File: src/rtl/operand_loader.sv
// operand_loader: turns the raw A/B/X push buttons into debounced single-cycle
// press events in the clk domain. It captures operands A and B and the opcode
// from the switch bank, and issues a one-cycle start pulse, or an err pulse,
// to the ALU.
// Optional feature: define OPERAND_AUTOCLEAR_EN to drop back to EMPTY the cycle
// after a start, so that both operands must be reloaded before the next execute.
module operand_loader #(
    parameter int unsigned DB_CYCLES = 500000,
    parameter int unsigned CNT_W     = 20
) (
    input  logic        clk,
    input  logic        rst,
    input  logic [31:0] sw,
    input  logic        btn_a,
    input  logic        btn_b,
    input  logic        btn_x,
    output logic [31:0] a,
    output logic [31:0] b,
    output logic [3:0]  op,
    output logic        start,
    output logic        err,
    output logic [1:0]  state
);

    typedef enum logic [1:0] {
        StEmpty = 2'd0,
        StGotA  = 2'd1,
        StGotB  = 2'd2,
        StReady = 2'd3
    } state_t;

    localparam int unsigned IdxA = 0;
    localparam int unsigned IdxB = 1;
    localparam int unsigned IdxX = 2;
    localparam logic [CNT_W-1:0] CntMax = CNT_W'(DB_CYCLES - 1);

    logic [2:0]       w_btn_raw;
    logic [2:0]       r_sync1;
    logic [2:0]       r_sync2;
    logic [2:0]       r_stable;
    logic [2:0]       r_prev;
    logic [2:0]       r_press;
    logic [CNT_W-1:0] r_cnt [3];

    state_t      r_state;
    state_t      w_state_next;
    state_t      w_base;
    logic        w_start_next;
    logic        w_err_next;
    logic        r_start;
    logic        r_err;
    logic [31:0] r_a;
    logic [31:0] r_b;
    logic [3:0]  r_op;

    assign w_btn_raw = {btn_x, btn_b, btn_a};

    // Two-flop synchronizer per button; the raw buttons are asynchronous.
    always_ff @(posedge clk or posedge rst) begin
        if (rst) begin
            r_sync1 <= '0;
            r_sync2 <= '0;
        end else begin
            r_sync1 <= w_btn_raw;
            r_sync2 <= r_sync1;
        end
    end

    // Debounce: a level change is accepted only after DB_CYCLES consecutive mismatching cycles.
    always_ff @(posedge clk or posedge rst) begin
        if (rst) begin
            r_stable <= '0;
            for (int i = 0; i < 3; i++) begin
                r_cnt[i] <= '0;
            end
        end else begin
            for (int i = 0; i < 3; i++) begin
                if (r_sync2[i] == r_stable[i]) begin
                    r_cnt[i] <= '0;
                end else if (r_cnt[i] == CntMax) begin
                    r_stable[i] <= r_sync2[i];
                    r_cnt[i]    <= '0;
                end else begin
                    r_cnt[i] <= r_cnt[i] + CNT_W'(1);
                end
            end
        end
    end

    // Rising-edge detect on the stable level; releases produce no event.
    always_ff @(posedge clk or posedge rst) begin
        if (rst) begin
            r_prev  <= '0;
            r_press <= '0;
        end else begin
            r_prev  <= r_stable;
            r_press <= r_stable & ~r_prev;
        end
    end

    // FSM state register.
    always_ff @(posedge clk or posedge rst) begin
        if (rst) begin
            r_state <= StEmpty;
        end else begin
            r_state <= w_state_next;
        end
    end

    // Next state plus the execute decision; the decision always looks at the pre-cycle state.
    always_comb begin
`ifdef OPERAND_AUTOCLEAR_EN
        w_base = r_start ? StEmpty : r_state;
`else
        w_base = r_state;
`endif
        w_state_next = w_base;
        w_start_next = 1'b0;
        w_err_next   = 1'b0;

        if (r_press[IdxX]) begin
            if (r_state == StReady) begin
                w_start_next = 1'b1;
            end else begin
                w_err_next = 1'b1;
            end
        end

        unique case (w_base)
            StEmpty: begin
                if (r_press[IdxA] && r_press[IdxB]) begin
                    w_state_next = StReady;
                end else if (r_press[IdxA]) begin
                    w_state_next = StGotA;
                end else if (r_press[IdxB]) begin
                    w_state_next = StGotB;
                end
            end
            StGotA: begin
                if (r_press[IdxB]) begin
                    w_state_next = StReady;
                end
            end
            StGotB: begin
                if (r_press[IdxA]) begin
                    w_state_next = StReady;
                end
            end
            StReady: begin
                w_state_next = StReady;
            end
            default: begin
                w_state_next = StEmpty;
            end
        endcase
    end

    // Operand/opcode registers and the registered start/err pulses.
    always_ff @(posedge clk or posedge rst) begin
        if (rst) begin
            r_a     <= '0;
            r_b     <= '0;
            r_op    <= '0;
            r_start <= 1'b0;
            r_err   <= 1'b0;
        end else begin
            r_start <= w_start_next;
            r_err   <= w_err_next;
            if (r_press[IdxA]) begin
                r_a <= sw;
            end
            if (r_press[IdxB]) begin
                r_b <= sw;
            end
            if (w_start_next) begin
                r_op <= sw[3:0];
            end
        end
    end

    assign a     = r_a;
    assign b     = r_b;
    assign op    = r_op;
    assign start = r_start;
    assign err   = r_err;
    assign state = r_state;

endmodule

File: config.mk
export PLATFORM = sky130hd
export DESIGN_NAME = operand_loader
export DESIGN_NICKNAME = d
export VERILOG_FILES = /design/src/rtl/operand_loader.sv
export SDC_FILE = /design/constraint.sdc
export NUM_CORES = 1
export LEC_CHECK = 0
export CAP_MARGIN = 15
export CORE_AREA = 2 2 157 82
export CTS_CLUSTER_DIAMETER = 40
export DETAILED_ROUTE_END_ITERATION = 7
export DIE_AREA = 0 0 159 84
export PLACE_DENSITY = 0.74
export SLEW_MARGIN = 40
export SYNTH_ARGS = -nofsm -noshare
export SYNTH_HDL_FRONTEND = slang
export SYNTH_SLANG_ARGS = --single-unit
File: constraint.sdc
create_clock -name clk -period 6 [get_ports clk]
set_input_delay 1.2 -clock clk [delete_from_list [all_inputs] [get_ports clk]]
set_output_delay 1.2 -clock clk [all_outputs]
set_load 0.03 [all_outputs]
Fig. 1: run 1, routing congestion map
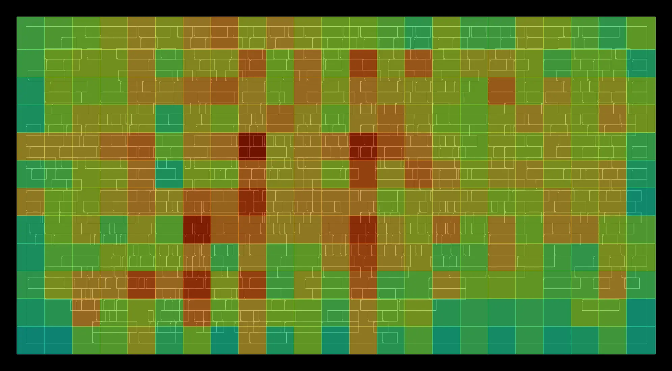
GRT met2 Usage: 0.287
Final Core Density: 0.655

Fig. 2: run 1, selected gate families
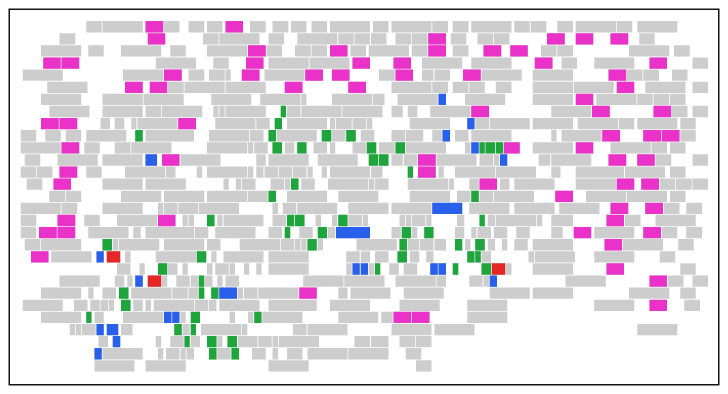
[red] non-inverting ao/oa cells | cells: 3 | most used: a31o_2
[green] nand cells | cells: 56 | most used: nand4_1
[blue] aoi and oai cells | cells: 22 | most used: a21oi_1
[magenta] mux cells | cells: 72 | most used: mux2_2
most common cell after layout, fill and taps aside: dfrtp_1
combinational share of cell area: 0.288
Non-Filler Instances: 788

Fig. 3: run 1, sequential cells colored by netlist name
Scale bar: 50 um. Other sequential cells in the stronger gray, the rest of the logic in the fainter gray.
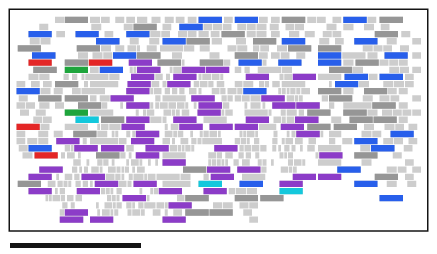
[cyan] r_sync2 | flops: 3
[purple] r_cnt | flops: 60
[blue] b | flops: 32 | where: spread over the die
[red] op | flops: 4
[green] state | flops: 2
share of cell area taken by flip-flops and latches: 0.461
register area: 0.00368 sq mm
sequential group power: 1.01 mW

Fig. 4: run 1, signal wires by layer
Only two layers are drawn.
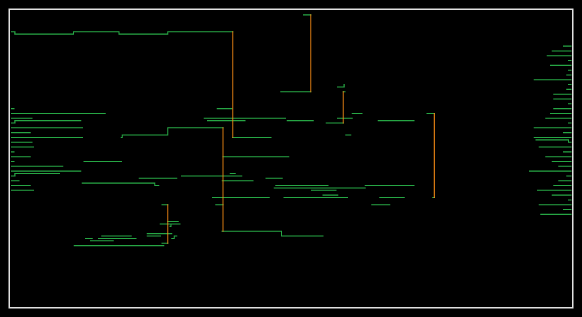
[green] M3 | wire length: 865 um
[orange] M4 | wire length: 124 um
final wirelength: 13200 um
total track usage: 0.210

==> summary.txt, run 1 <==
This note records the results obtained with Yosys and OpenROAD.

Synthesis
Of the post-synthesis cell area, the dominant cell type holds 0.603. Per the synth stats, the proportion of register bits with asynchronous set or reset is 1.00. The number of instances in the synthesized netlist is 492. The commonest cells after synthesis are 147 x dfrtp_1, 71 x mux2_2, 58 x nor2_1. The synthesized netlist net count is 532. After synthesis, the netlist uses 38 different library cells. After synthesis, the cell types taking the most area are dfrtp_1 60%, mux2_2 13%, xnor2_1 3.7%, nor2_1 3.6%, xor2_1 2.9%. In the synthesized netlist the dominant register cell turns out to be dfrtp_1. The average cell area after synthesis is 12.4 sq um.

The synthesized netlist occupies a cell area of 0.00610 sq mm. The library cell with the highest instance count after synthesis is dfrtp_1. Yosys mapped a number of flops with a built-in enable equal to 0.

Once synthesis finished, the tally of register bits stood at 147. For this run, the register share of the synthesized area comes to 0.603. Yosys reports a chip area of 0.00610 sq mm. The biggest area consumer among synthesized cells is dfrtp_1. The synth_stat.txt file lists the number of cells as 492. The number of warnings reported in the yosys synthesis log is 0.

Worst setup path
STA shows the worst reg2reg path with a cell count of 5. The cell class contributing the biggest share of worst-path delay is buffers and inverters. The worst-case reg-to-reg setup slack stands at 3.67 ns. The slowest library cell on the worst path is clkdlybuf4s50_1. The kind of end point of the critical path is an output pin. The OpenROAD report gives the critical path a data arrival time of 1.51 ns. The end of the worst register-to-register path is r_cnt[53]$_DFF_PP0_. Traced cell by cell, the critical path runs through clkdlybuf4s50_1. Along the critical path, the tally of buffer and inverter instances is 1.

The worst setup path is launched from a flip-flop. At the worst endpoint, the required time is 4.80 ns. The largest fanout of any net on the critical path is 4. For this run, the slowest stage of the critical path takes 0.70 ns. The startpoint of the lowest-slack register-to-register path is r_cnt[40]$_DFF_PP0_. The kind of critical path is flip-flop to output pin.

Clocking
The quantity of gates resized following cts is 0. The TritonCTS clock tree is yes. For this design, the sink count on the clock tree is 147. The number of post-CTS setup repair buffers is 0. The cell chosen for the clock root is clkbuf_16. The clock reaches the later pin of the worst-skew pair after 0.41 ns. The clock passes through at most 2 buffers.

The CTS report gives the tree buffer count as 17. The H-tree was split into 4 levels. The clock slew at the register clock pins of the worst setup and hold paths is 0.06 ns. For this design, the CTS-stage hold fixing added 0 buffers.

Pwr
The proportion of power drawn by combinational gates is 0.033. The power density of the placed cells is 275 mW/mm^2. The power report attributes to the clock group a share of 0.508. The peak ir drop on the vdd network is 0.199 mV. The switching portion of total power comes to 0.208.

The cell-internal power is 1.74 mW. The switching component of the power was reported as 0.457 mW. The leakage power in the latest report is 3.52 nW. The share of total power dissipated in sequential elements is 0.459. The total power is 2.20 mW.

Global routing
The first global-routing pass estimated 22000 um of wire. The maximum number of pins on one net before global-route repair is 107. The number of antenna violations at the first check in global routing is 0. The number of global-route vias before repair is 4181. The overflow left after global routing is 0.

STA
The relative max-transition margin is 0.486. The final timing report gives a worst setup slack of 3.29 ns. The final timing report lists a max-slew violation count of 0. Post-route period utilization is reported as 0.451.

The highest clock rate this design can be run at is 369 MHz. The smallest clock period supported by the final layout is computed as 2.71 ns. The accumulated negative setup slack is 0 ns. The clock skew is 0.00897 ns. Setup repair after global routing left no endpoint under its margin. The final timing report lists a hold violation count of 0. Looking at the max-slew report, the worst-margin pin has a slew of 0.770 ns.

The number of setup violations in the final report is 0.

Final layout
The fraction of final layout cells with drive strength greater than 1 is 0.189. The library cells used most frequently in the layout, excluding fill and tap cells, are 147 x dfrtp_1, 108 x clkdlybuf4s50_1, 71 x mux2_2. The total inserted antenna cells is 0. The number of nets in the final layout is 645. The layout overhead on the synthesized area is 30.8%.

Floorplan
The floorplan step records an initial core utilization of 0.500. The floorplan step set the die width to 159 um. According to the floorplan report, the placeable core area is 0.0122 sq mm. After floorplanning, the core was divided into 29 placement rows. From bottom edge to top edge, the die measures 84 um. The floorplan report gives the top-level pin count as 109. In this run the full chip footprint comes out at 0.0134 sq mm.

Placement
The pre-CTS setup slack is 3.18 ns. The placement report lists the number of port buffers as 108. The HPWL after detailed placement is 9110 um. The final weighted congestion in routability-driven placement is 0.836.

Min path
The endpoint of the worst hold-timing path is r_sync2[1]$_DFF_PP0_. The worst hold path passes through 0 cells. The worst min-delay path startpoint is r_sync1[1]$_DFF_PP0_. The worst hold path belongs to the class flip-flop to flip-flop.

Flow run
The number of maximum-capacitance violations is 0. The total tool warning count is 28.

Routing
The per-cell routed wire length is 16.8 um. For this block, the initial DRC count from the detailed router was 229. The via count normalized by instance count is 5.35.

The final route contains 4213 vias. The first-pass iteration count of the detailed router is 5. Nets still carrying antenna violations after routing amount to 0. The DRC violation total left in the routed layout is recorded as 0.

Run status
The run finished with clean final reports.
-- run 1: worst max-delay path by stage --
stage                               from                  end  cells past startpoint
finish              state[0]$_DFFE_PP0P_             state[0]                      1
global route        state[0]$_DFFE_PP0P_             state[0]                      1
CTS                 state[0]$_DFFE_PP0P_             state[0]                      1
detailed placement                   rst  r_cnt[21]$_DFF_PP0_                      3
global placement                     rst  r_cnt[29]$_DFF_PP0_                      3
floorplan                            rst     a[0]$_DFFE_PP0P_                      1
-- run 1: layer usage --
layer | wire length, um | vias up | global-route usage | part of all wire
met5 | 0 | - | 0 | 0
met4 | 124 | 0 | 0.0702 | 0.0094
met3 | 864 | 15 | 0.0581 | 0.065
met2 | 5500 | 145 | 0.287 | 0.42
met1 | 6750 | 2092 | 0.321 | 0.51
li1 | - | 1961 | - | -
-- run 1: power by group through the flow --
stage | clock network (mW) | logic [mW] | registers (mW)
global placement | 0 | 0.0704 | 1.03
finish | 1.12 | 0.0725 | 1.01
CTS | 1.14 | 0.0744 | 1.01
floorplan | 0 | 0.0317 | 1.03
detailed placement | 0 | 0.0737 | 1.03
global route | 1.19 | 0.0813 | 1.01
-- run 1: through the flow --
stage / hold slack [ns] / utilization / cells / instance area [sq um]
2_1_floorplan: 0.331 / - / 492 / 6100
3_3_place_gp: 0.338 / 0.603 / 756 / 7350
3_5_place_dp: 0.336 / 0.603 / 756 / 7360
4_1_cts: 0.350 / 0.655 / 788 / 7980
5_1_grt: 0.368 / 0.655 / 788 / 7980
6_report: 0.346 / 0.655 / 788 / 7980
-- run 1: layout make-up --
| cell class | instances | area, sq um |
|---|---|---|
| clock inverter | 12 | 179 |
| multi-input combinational | 313 | 2300 |
| clock buffer | 20 | 447 |
| sequential | 147 | 3680 |
| timing repair buffer | 111 | 1100 |
| tap | 170 | 213 |
| fill | 890 | 4210 |
| inverter | 15 | 63.8 |
-- run 1: registers in the layout (all words and copies together), names as in the netlist --
signal    count
r_cnt        60
a            32
b            32
op            4
r_press       3
r_prev        3
r_stable      3
r_sync1       3
r_sync2       3
state         2
err           1
start         1
-- run 1: logic make-up (layout without fill, tap and decap cells) --
family,Yosys count,count (layout),synth area share
and+or+nand+nor,167,167,0.143
DFF,147,147,0.603
muxes,72,72,0.133
xor gates and xnor gates,46,46,0.0660
buffers and inverters,32,158,0.0217
AOI/OAI and AO/OA,25,25,0.0277
adders and majority gates,3,3,0.00615
==> run 1 -> run 2 <==
Clock period 6 ns to 2.7 ns, I/O delays scaled along.
Fig. 5: run 2, selected gate families
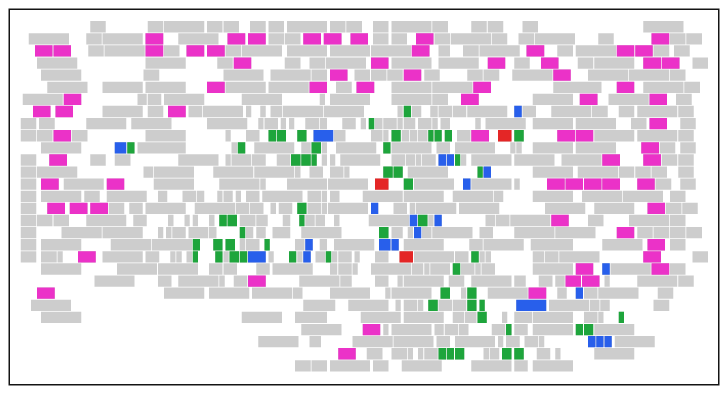
[magenta] mux cells | cells: 72 | most used: mux2_2 | where: spread over the die
[red] non-inverting ao/oa cells | cells: 3 | most used: a31o_2
[green] nand cells | cells: 56 | most used: nand4_1
[blue] aoi and oai cells | cells: 22 | most used: a21oi_1
combinational share of cell area: 0.286
Non-Filler Instances: 792

Fig. 6: run 2, signal wires by layer
Only two layers are drawn.
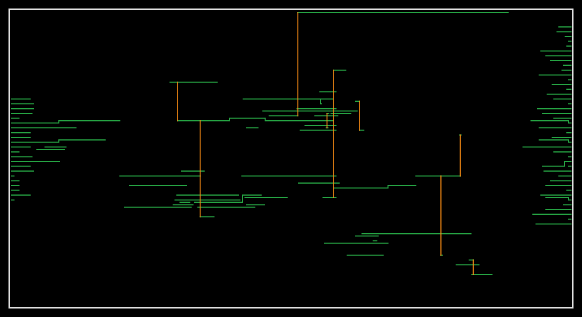
[orange] M4 | wire length: 154 um
[green] M3 | wire length: 963 um
total track usage: 0.212
routed length per instance: 16.9 um
DR vias: 4210
final wirelength: 13400 um

==> run 2 against run 1 <==
  * Global-route usage up 0.23 points
  * Setup slack worse by 2.7 ns
  * Synthesized cell count unchanged
  * Clock power up 110%
  * Sequential power up 120%
  * Die area unchanged
  * Non-clock buffer count up 4
  * Cell area up 0.20%
  * Combinational power up 130%
  * Clock skew down 0.00054 ns
  * Largest cell class unchanged
==> summary.txt, run 2 <==
This note records the results obtained with Yosys and OpenROAD.

Placement
The wire-length estimate of the detail-placed layout is 9240 um. Per the detailed placement report, the placed cell area equals 0.00740 sq mm. The number of input and output port buffers inserted is 108. The placement summary gives the final routability congestion estimate as 0.839. The total placed cells including tap cells is 760.

Clocking
The quantity of gates resized following cts is 0. Per the CTS log, the maximum H-tree level is 4. The cell chosen for the clock root is clkbuf_16. The number of post-CTS setup repair buffers is 0. The clock slew at the register clock pins of the worst setup and hold paths is 0.06 ns. TritonCTS built the clock tree. The number of buffers created by CTS is 17. The clock insertion delay at the later pin of the skew report is 0.42 ns. Counting along the longest clock path gives a buffer depth of 2. The hold buffer count at cts is 0. The CTS log lists the clock sinks for this run as 147.

Final layout
The number of nets in the final layout is 649. The fraction of the core area covered by cells at the end of the flow is 0.656. Per the final layout report, the fraction of cells sized above drive strength 1 comes to 0.199. Per the cell usage report, the commonest logic cells after layout are 146 x dfrtp_1, 108 x clkdlybuf4s50_1, 71 x mux2_2.

The total inserted antenna cells is 0. The count of fill cells added during filler insertion is 896. The area growth from synthesis to layout is 31.1%. The dominant logic cell type in the layout is dfrtp_1. More flip-flops sit in one register than any other, and that register is r_cnt. The post-route standard cell area excluding fillers is 0.00800 sq mm. The register with the most flip-flops in the layout has 60 of them.

Worst setup path
The critical path contains buffers and inverters numbering 0 combined. The delay contributed by the slowest stage of the critical path is 0.55 ns. The launch point of the worst path is r_cnt[34]$_DFF_PP0_. The slowest stage of the critical path is the or4_4 cell. The largest fanout of any net on the critical path is 4. The critical path ends at r_stable[1]$_DFFE_PP0P_. The worst register-to-register path has a depth of 4.

The worst setup path is captured at a flip-flop. The logic depth of the worst path, buffers included is 4. Data on the critical path arrives at its endpoint at 2.45 ns.

The data required time of the worst path is 3.01 ns. In the setup report, the worst path falls into the class flip-flop to flip-flop. The critical path goes through or4_1 -> or4_4 -> nor2_1 -> mux2_2. The startpoint of the lowest-slack register-to-register path is r_cnt[34]$_DFF_PP0_. For flop-to-flop paths, the worst setup slack is 0.56 ns.

The cell class contributing the biggest share of worst-path delay is simple AND/OR/NAND/NOR gates. For the worst reg-to-reg path, the endpoint reported by OpenROAD is r_stable[1]$_DFFE_PP0P_. The worst setup path is launched from a flip-flop.

Synthesis
The library cell with the highest instance count after synthesis is dfrtp_1. The synthesized netlist has a Yosys-reported chip area of 0.00610 sq mm. The average cell area after synthesis is 12.4 sq um. The post-synthesis xor/xnor area fraction is 0.0660. The number of warnings reported in the yosys synthesis log is 0.

The flip-flop and latch count after synthesis is 147. The multiplexer fraction of the synthesized cell area is 0.133. Yosys mapped a number of flops with a built-in enable equal to 0. The number of cell instances after yosys synthesis is 492.

Grouping non-sequential cells by family puts the most area in simple AND/OR/NAND/NOR gates. The synthesized netlist net count is 532. Before any placement, the netlist area is recorded as 0.00610 sq mm.

In this run, distinct cell masters in the synthesized netlist total 38. dfrtp_1 takes more of the synthesized area than any other cell. The complex-gate fraction of the synthesized area is 0.0277. The arithmetic-cell share of the synthesized area counting full adders, half adders and majority gates is 0.00615. In the post-synthesis netlist, the biggest area contributors are dfrtp_1 60%, mux2_2 13%, xnor2_1 3.7%, nor2_1 3.6%, xor2_1 2.9%. The share of the synthesized area in the top cell type is 0.603. For reference, the top cells by count after synthesis are 147 x dfrtp_1, 71 x mux2_2, 58 x nor2_1.

Counting every instance in the synthesized netlist gives 492. Per Yosys stat, the portion of area used by sequential elements is 0.603. The share of synthesized cell area in and, or, nand and nor gates is 0.143. Counting flops with an async set or reset pin after synthesis yields a share of 1.00. The most used flip-flop cell after synthesis is dfrtp_1.

Global routing
The number of global-route vias before repair is 4160. The number of antenna violations at the first check in global routing is 0. The global-route wire length before repair is 22200 um. The overflow left after global routing is 0.

The maximum number of pins on one net before global-route repair is 75.

Min path
The kind of path behind the tightest hold check is flip-flop to flip-flop. The worst min-delay path startpoint is r_sync1[2]$_DFF_PP0_. The report gives the cell count of the worst hold path as 0.

Flow run
The number of maximum-capacitance violations is 0. The total tool warning count is 26.

STA
The accumulated negative setup slack is 0 ns. The ratio of final minimum period to clock period is 0.794. In the final report, the number of endpoints failing setup comes to 0.

The clock skew is 0.00843 ns. The final timing report lists a max-slew violation count of 0. For the pin with the worst max-slew slack, the measured transition is 0.727 ns. Final hold analysis gives a worst-case slack of 0.349 ns. The smallest clock period supported by the final layout is computed as 2.14 ns. The top achievable clock speed is 467 MHz. Setup repair after global routing left no endpoint under its margin. Hold-check failures listed in the final report amount to 0. The relative max-transition margin is 0.511.

Routing
The via count normalized by instance count is 5.32. The remaining antenna violation count is 0. The number of remaining DRC errors is 0.

The violation tally from detailed-route iteration zero is 279. For this run, the detailed router's first-pass iteration total came to 5.

Pwr
The highest supply drop recorded on VDD is 0.389 mV. The leakage component of the power was reported as 3.53 nW. The power density of the placed cells is 597 mW/mm^2.

Floorplan
Per the OpenROAD floorplan log, the area of the core is 0.0122 sq mm. The die boundary width is 159 um. From bottom edge to top edge, the die measures 84 um. The number of top-level design ports is 109. The share of the core area taken by cells at floorplan is 0.500. The site row count is 29. The overall die size recorded for this design is 0.0134 sq mm.

Run status
The flow ran to the end, and the final reports show no timing, DRC or antenna violations.
==> run 2: cell counts after synthesis <==
Identical to the previous run, type by type.
==> run 2: cell families after synthesis <==
logic type	Yosys count
xor gates and xnor gates	46
DFF	147
muxes	72
buffers and inverters	32
and+or+nand+nor	167
AOI/OAI and AO/OA	25
adders and majority gates	3
==> run 2: through the flow <==
stage,power (mW),setup WS [ns]
finish,4.78,0.556
detailed placement,2.45,0.591
floorplan,2.35,0.313
global placement,2.44,0.613
global route,4.95,0.419
CTS,4.82,0.568
==> run 2: cell type report <==
| type | count | area, sq um | area share |
|---|---|---|---|
| clock buffer | 17 | 425 | 0.0532 |
| tap | 170 | 213 | 0.0266 |
| inverter | 15 | 60.1 | 0.00751 |
| multi-input combinational | 313 | 2290 | 0.286 |
| clock inverter | 15 | 173 | 0.0216 |
| sequential | 147 | 3680 | 0.460 |
| timing repair buffer | 115 | 1160 | 0.145 |
==> run 2: per-layer routing <==
layer,vias to the layer above,GRT usage,share of wire
li1,1964,-,-
met1,2073,0.320,0.51
met2,152,0.294,0.41
met3,21,0.0641,0.072
met4,0,0.0645,0.011
met5,-,0,0
==> run 2: worst reg2reg max path: cells and delay by family (launching register included) <==
kind	cells	cell delay, ns
and+or+nand+nor	3	1.27
DFF	1	0.41
muxes	1	0.36
==> run 2: power by group <==
group / internal [mW] / switching [mW] / total (mW) / leakage [nW]
Sequential: 2.22 / 0.0168 / 2.24 / 2.02
Clock: 1.38 / 0.986 / 2.37 / 0.283
Combinational: 0.0765 / 0.0907 / 0.167 / 1.22
Total: 3.68 / 1.09 / 4.78 / 3.53
==> run 2: worst min-delay path by stage <==
stage	endpoint	slack, ns
global route	r_sync2[2]$_DFF_PP0_	0.37
detailed placement	r_sync2[2]$_DFF_PP0_	0.34
floorplan	r_sync2[0]$_DFF_PP0_	0.33
CTS	r_sync2[2]$_DFF_PP0_	0.35
global placement	r_sync2[2]$_DFF_PP0_	0.33
finish	r_sync2[2]$_DFF_PP0_	0.35
Fig. 7: run 2, sequential cells colored by netlist name
Scale bar: 50 um. Other sequential cells in the stronger gray, the rest of the logic in the fainter gray.
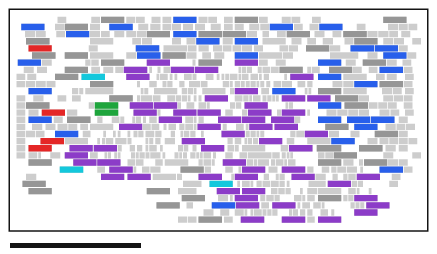

==> run 2 -> run 3 <==
Clock period 2.7 ns to 2.2 ns, I/O delays scaled along.
Fig. 8: run 3, sequential cells colored by netlist name
Scale bar: 50 um. Other sequential cells in the stronger gray, the rest of the logic in the fainter gray.
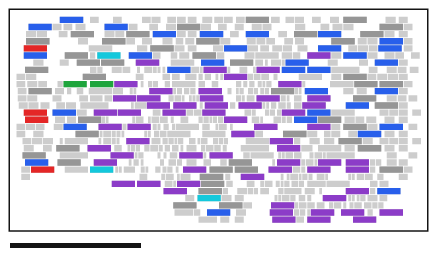
sequential group power: 2.75 mW
share of cell area taken by flip-flops and latches: 0.451
Final Core Density: 0.669

==> run 3 against run 2 <==
  * Synthesized cell count unchanged
  * Final cell count grew 1.1%
  * Global-route usage grew 0.24 points
  * Utilization increased by 1.3 points
  * Via count grew 0.97%
  * Clock power rose by 35%
  * Total power rose by 29%
  * Worst hold slack better by 0.0011 ns
  * Die area unchanged
  * Largest cell class unchanged
  * Largest power group unchanged
  * Highest routed layer unchanged
==> summary.txt, run 3 <==
This note records the results obtained with Yosys and OpenROAD.

Worst setup path
In this run the register-to-register setup slack is 0.08 ns. The logic depth of the worst path, buffers included is 4. STA lists the startpoint of the worst register-to-register path as r_cnt[34]$_DFF_PP0_. The timing report notes that buffer and inverter cells on the critical path total 0. The largest fanout of any net on the critical path is 4. The launch point of the worst path is r_cnt[34]$_DFF_PP0_. The data required time of the worst path is 2.49 ns.

The end of the worst register-to-register path is r_stable[1]$_DFFE_PP0P_. Among cell families on the critical path, the largest total delay comes from simple AND/OR/NAND/NOR gates. The slowest library cell on the worst path is or4_4.

The worst setup path is launched from a flip-flop. In this run the critical path is formed by or4_4 -> or4_4 -> nor2_2 -> mux2_2. For the worst flop-to-flop path, the logic depth is 4. In this design, the stage delay of the slowest critical-path cell is 0.56 ns. Data arrives at the worst endpoint at 2.41 ns. The cell that appears most often on the critical path is or4_4.

STA classifies the critical path endpoint as a flip-flop. The destination of the critical timing path is r_stable[1]$_DFFE_PP0P_. The setup path with the least slack is of type flip-flop to flip-flop.

Synthesis
The synthesis report gives the async set-or-reset register share as 1.00. A synthesized cell averages 12.4 sq um. The number of warnings reported in the yosys synthesis log is 0. After synthesis, the most frequently instantiated cells are 147 x dfrtp_1, 71 x mux2_2, 58 x nor2_1.

The number of cell instances after yosys synthesis is 492. The biggest area consumer among synthesized cells is dfrtp_1. The number of enable flip-flop cells is 0.

When the netlist entered floorplanning its net count stood at 532. The share of the yosys chip area belonging to registers is 0.603. After synthesis, the netlist uses 38 different library cells. Post-synth the commonest register cell is dfrtp_1. The area fraction of the largest cell type after synthesis is 0.603. After synthesis the cells add up to 0.00610 sq mm. The flip-flop and latch count after synthesis is 147. The area figure in the yosys stat output is 0.00610 sq mm. The synthesized instance count is 492. The synthesis report lists the most area-consuming cells as dfrtp_1 60%, mux2_2 13%, xnor2_1 3.7%, nor2_1 3.6%, xor2_1 2.9%.

The synthesis stats list as the most numerous cell dfrtp_1.

Routing
Summed over all nets, wire length on met3 after detailed routing comes to 1010 um. The detailed router placed 4251 vias in this run. Nets still carrying antenna violations after routing amount to 0. The iteration count recorded for the first detailed-route pass is 5. The detailed router reported a total wirelength of 13300 um.

The per-cell routed wire length is 16.6 um. The via count normalized by instance count is 5.31. The routed wire length on met2 is 5500 um. The wire length on met1 is 6680 um. Per the detail_route report, DRC violations left total 0. The detailed router used layers up to and including met4.

The violation tally from detailed-route iteration zero is 300.

Global routing
The global-route wire length before repair is 22500 um. The number of global-route vias before repair is 4280. The number of antenna violations at the first check in global routing is 0. The total global-route track usage is 0.215.

Entering global routing, the biggest net connects 76 pins. The overflow left after global routing is 0.

Final layout
The dominant logic cell type in the layout is dfrtp_1. The area taken by multi-input combinational cells is reported as 0.00230 sq mm. The total inserted antenna cells is 0. The fraction of final layout cells with drive strength greater than 1 is 0.212. The top register by number of flip-flops is r_cnt.

The top cell types in the final layout, fill and taps aside, are 147 x dfrtp_1, 108 x clkdlybuf4s50_1, 71 x mux2_2. The register with the most flip-flops in the layout has 60 of them. The number of nets in the final layout is 658. The layout report lists the combined flip-flop and latch area as 0.00368 sq mm. The count of fill cells added during filler insertion is 907.

Pwr
The switching portion of total power is 0.207. The share of total power dissipated in combinational logic is 0.034. The power report attributes to the sequential group a share of 0.445. The switching power total is 1.28 mW. The report lists the power per cell area as 757 mW/mm^2.

The peak ir drop on the vdd network is 0.684 mV. The static leakage is 3.60 nW. Cell internal power was estimated by the tool at 4.89 mW. The power report attributes to the clock group a share of 0.520. Overall power consumption after layout is estimated at 6.17 mW.

STA
The top achievable clock speed is 471 MHz. The total count of hold-check failures in the final report is 0. The clock skew is 0.0105 ns. The relative max-transition margin is 0.598. The final max-slew violation count recorded for this run is 0. The final timing report gives a worst setup slack of 0.0760 ns. From the final report, the count of setup violators was given as 0. Setup repair after global routing left no endpoint under its margin. Of the available clock period, the critical path in the final layout requires 0.965.

The transition time at the pin with the least slew margin is 0.598 ns. The time the worst path needs with I/O delays and setup is 2.12 ns.

Clocking
The number of buffers created by CTS is 17. The maximum number of buffers from clock root to sink is 2. Clock-pin slew was measured on the worst setup and hold paths at 0.06 ns. The clock insertion delay at the later pin of the skew report is 0.41 ns.

The H-tree was split into 4 levels. The cell sitting at the root of the clock tree is a clkbuf_16. Clock tree synthesis found a total of 147 sinks. The hold buffer count at cts is 0.

The TritonCTS clock tree is yes.

Flow run
Max-cap violations in this run came to 0. The total tool warning count is 27.

Floorplan
The core region is 0.0122 sq mm. The chip occupies 0.0134 sq mm. The site row count is 29.

The floorplan step set the die width to 159 um. The overall die height is 84 um. The share of the core filled by cells before placement is 0.500.

The number of top-level design ports is 109.

Placement
Before CTS, the worst setup slack after placement is 0.0595 ns. RePlAce ended its routability-driven mode at a weighted congestion of 0.820. The number of input and output port buffers inserted is 108. The HPWL after detailed placement is 8980 um.

Min path
The kind of path behind the tightest hold check is flip-flop to flip-flop.

Run status
The flow ran to the end, and the final reports show no timing, DRC or antenna violations.
Fig. 9: run 3, cells by drive strength
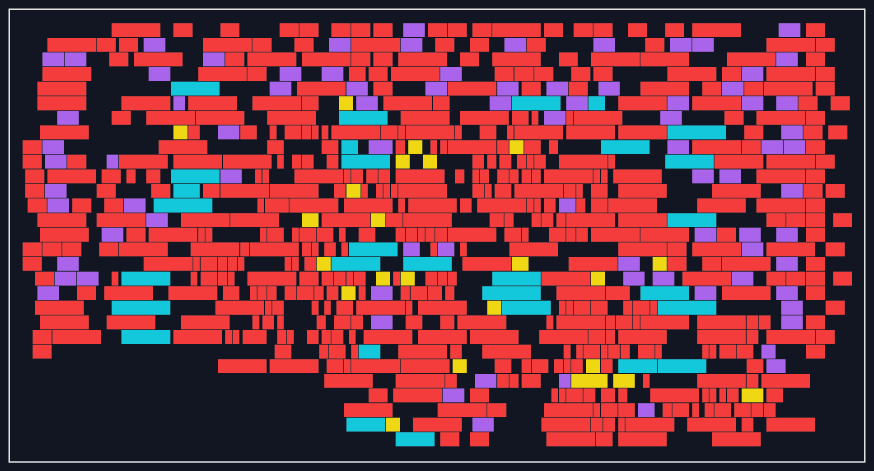
[yellow] x3 and x4 | cells: 23 | most used: buf_4
[red] x1 and smaller | cells: 497 | most used: dfrtp_1
[cyan] x6 and larger | cells: 29 | most used: clkbuf_16
[purple] x2 | cells: 82 | most used: mux2_2
number of buffers other than clock buffers in the final layout: 124
area added between synthesis and finish: 33.6%
final standard cell area without fillers: 0.00815 sq mm

## run 3: cell types whose count changed in the layout (fill, tap and decap cells not counted), sizes merged
cell	before	now
clkbuf	17	18
clkinvlp	4	5
buf	7	16
bufinv	2	5
inv	19	17
clkinv	5	2
## run 3: cell families after synthesis
family	Yosys count	share of synthesized area
AND/OR/NAND/NOR	167	0.143
flip-flops	147	0.603
multiplexers	72	0.133
XOR/XNOR	46	0.0660
buffers and inverters	32	0.0217
AND-OR/OR-AND	25	0.0277
adder cells (fa/ha/maj)	3	0.00615
## run 3: routing by layer
metal | GRT usage | up-vias
li1 | - | 1981
met1 | 0.332 | 2107
met2 | 0.292 | 155
met3 | 0.0611 | 8
met4 | 0.0645 | 0
met5 | 0 | -
## run 3: final cells by class
class / count / area share
Clock buffer: 18 / 0.0539
Clock inverter: 14 / 0.0278
Inverter: 15 / 0.00737
Multi-Input combinational cell: 313 / 0.282
Sequential cell: 147 / 0.451
Tap cell: 170 / 0.0261
Timing Repair Buffer: 124 / 0.152
## run 3: stage by stage
| stage | hold WS, ns | area (sq um) | cells | setup TNS (ns) |
|---|---|---|---|---|
| 5_1_grt | 0.354 | 8150 | 801 | 0 |
| 3_3_place_gp | 0.335 | 7450 | 767 | 0 |
| 6_report | 0.350 | 8150 | 801 | 0 |
| 4_1_cts | 0.351 | 8120 | 799 | 0 |
| 2_1_floorplan | 0.331 | 6100 | 492 | -12.79 |
| 3_5_place_dp | 0.339 | 7450 | 767 | 0 |
## run 3: repair_timing
| action | 4_1_cts | 5_1_grt |
|---|---|---|
| setup buffers | 0 | 2 |
| endpoints found under the setup margin | 0 | 18 |
| gates resized | 0 | 2 |
## run 3: power groups by stage
stage | Combinational [mW] | Sequential [mW] | Clock [mW]
detailed placement | 0.210 | 2.80 | 0
finish | 0.212 | 2.75 | 3.21
CTS | 0.212 | 2.75 | 3.28
global placement | 0.204 | 2.79 | 0
floorplan | 0.0869 | 2.80 | 0
global route | 0.240 | 2.75 | 3.40
## run 3: worst min path at each step
| stage | from | to | slack (ns) | cells after the start |
|---|---|---|---|---|
| after detailed placement | r_sync1[1]$_DFF_PP0_ | r_sync2[1]$_DFF_PP0_ | 0.34 | 0 |
| after global placement | r_sync1[2]$_DFF_PP0_ | r_sync2[2]$_DFF_PP0_ | 0.33 | 0 |
| final | r_sync1[2]$_DFF_PP0_ | r_sync2[2]$_DFF_PP0_ | 0.35 | 0 |
| after CTS | r_sync1[2]$_DFF_PP0_ | r_sync2[2]$_DFF_PP0_ | 0.35 | 0 |
| after floorplan | r_sync1[0]$_DFF_PP0_ | r_sync2[0]$_DFF_PP0_ | 0.33 | 0 |
| after global routing | r_sync1[1]$_DFF_PP0_ | r_sync2[1]$_DFF_PP0_ | 0.35 | 0 |
Power figures rest on the tool's default switching activity, not on a simulated workload.
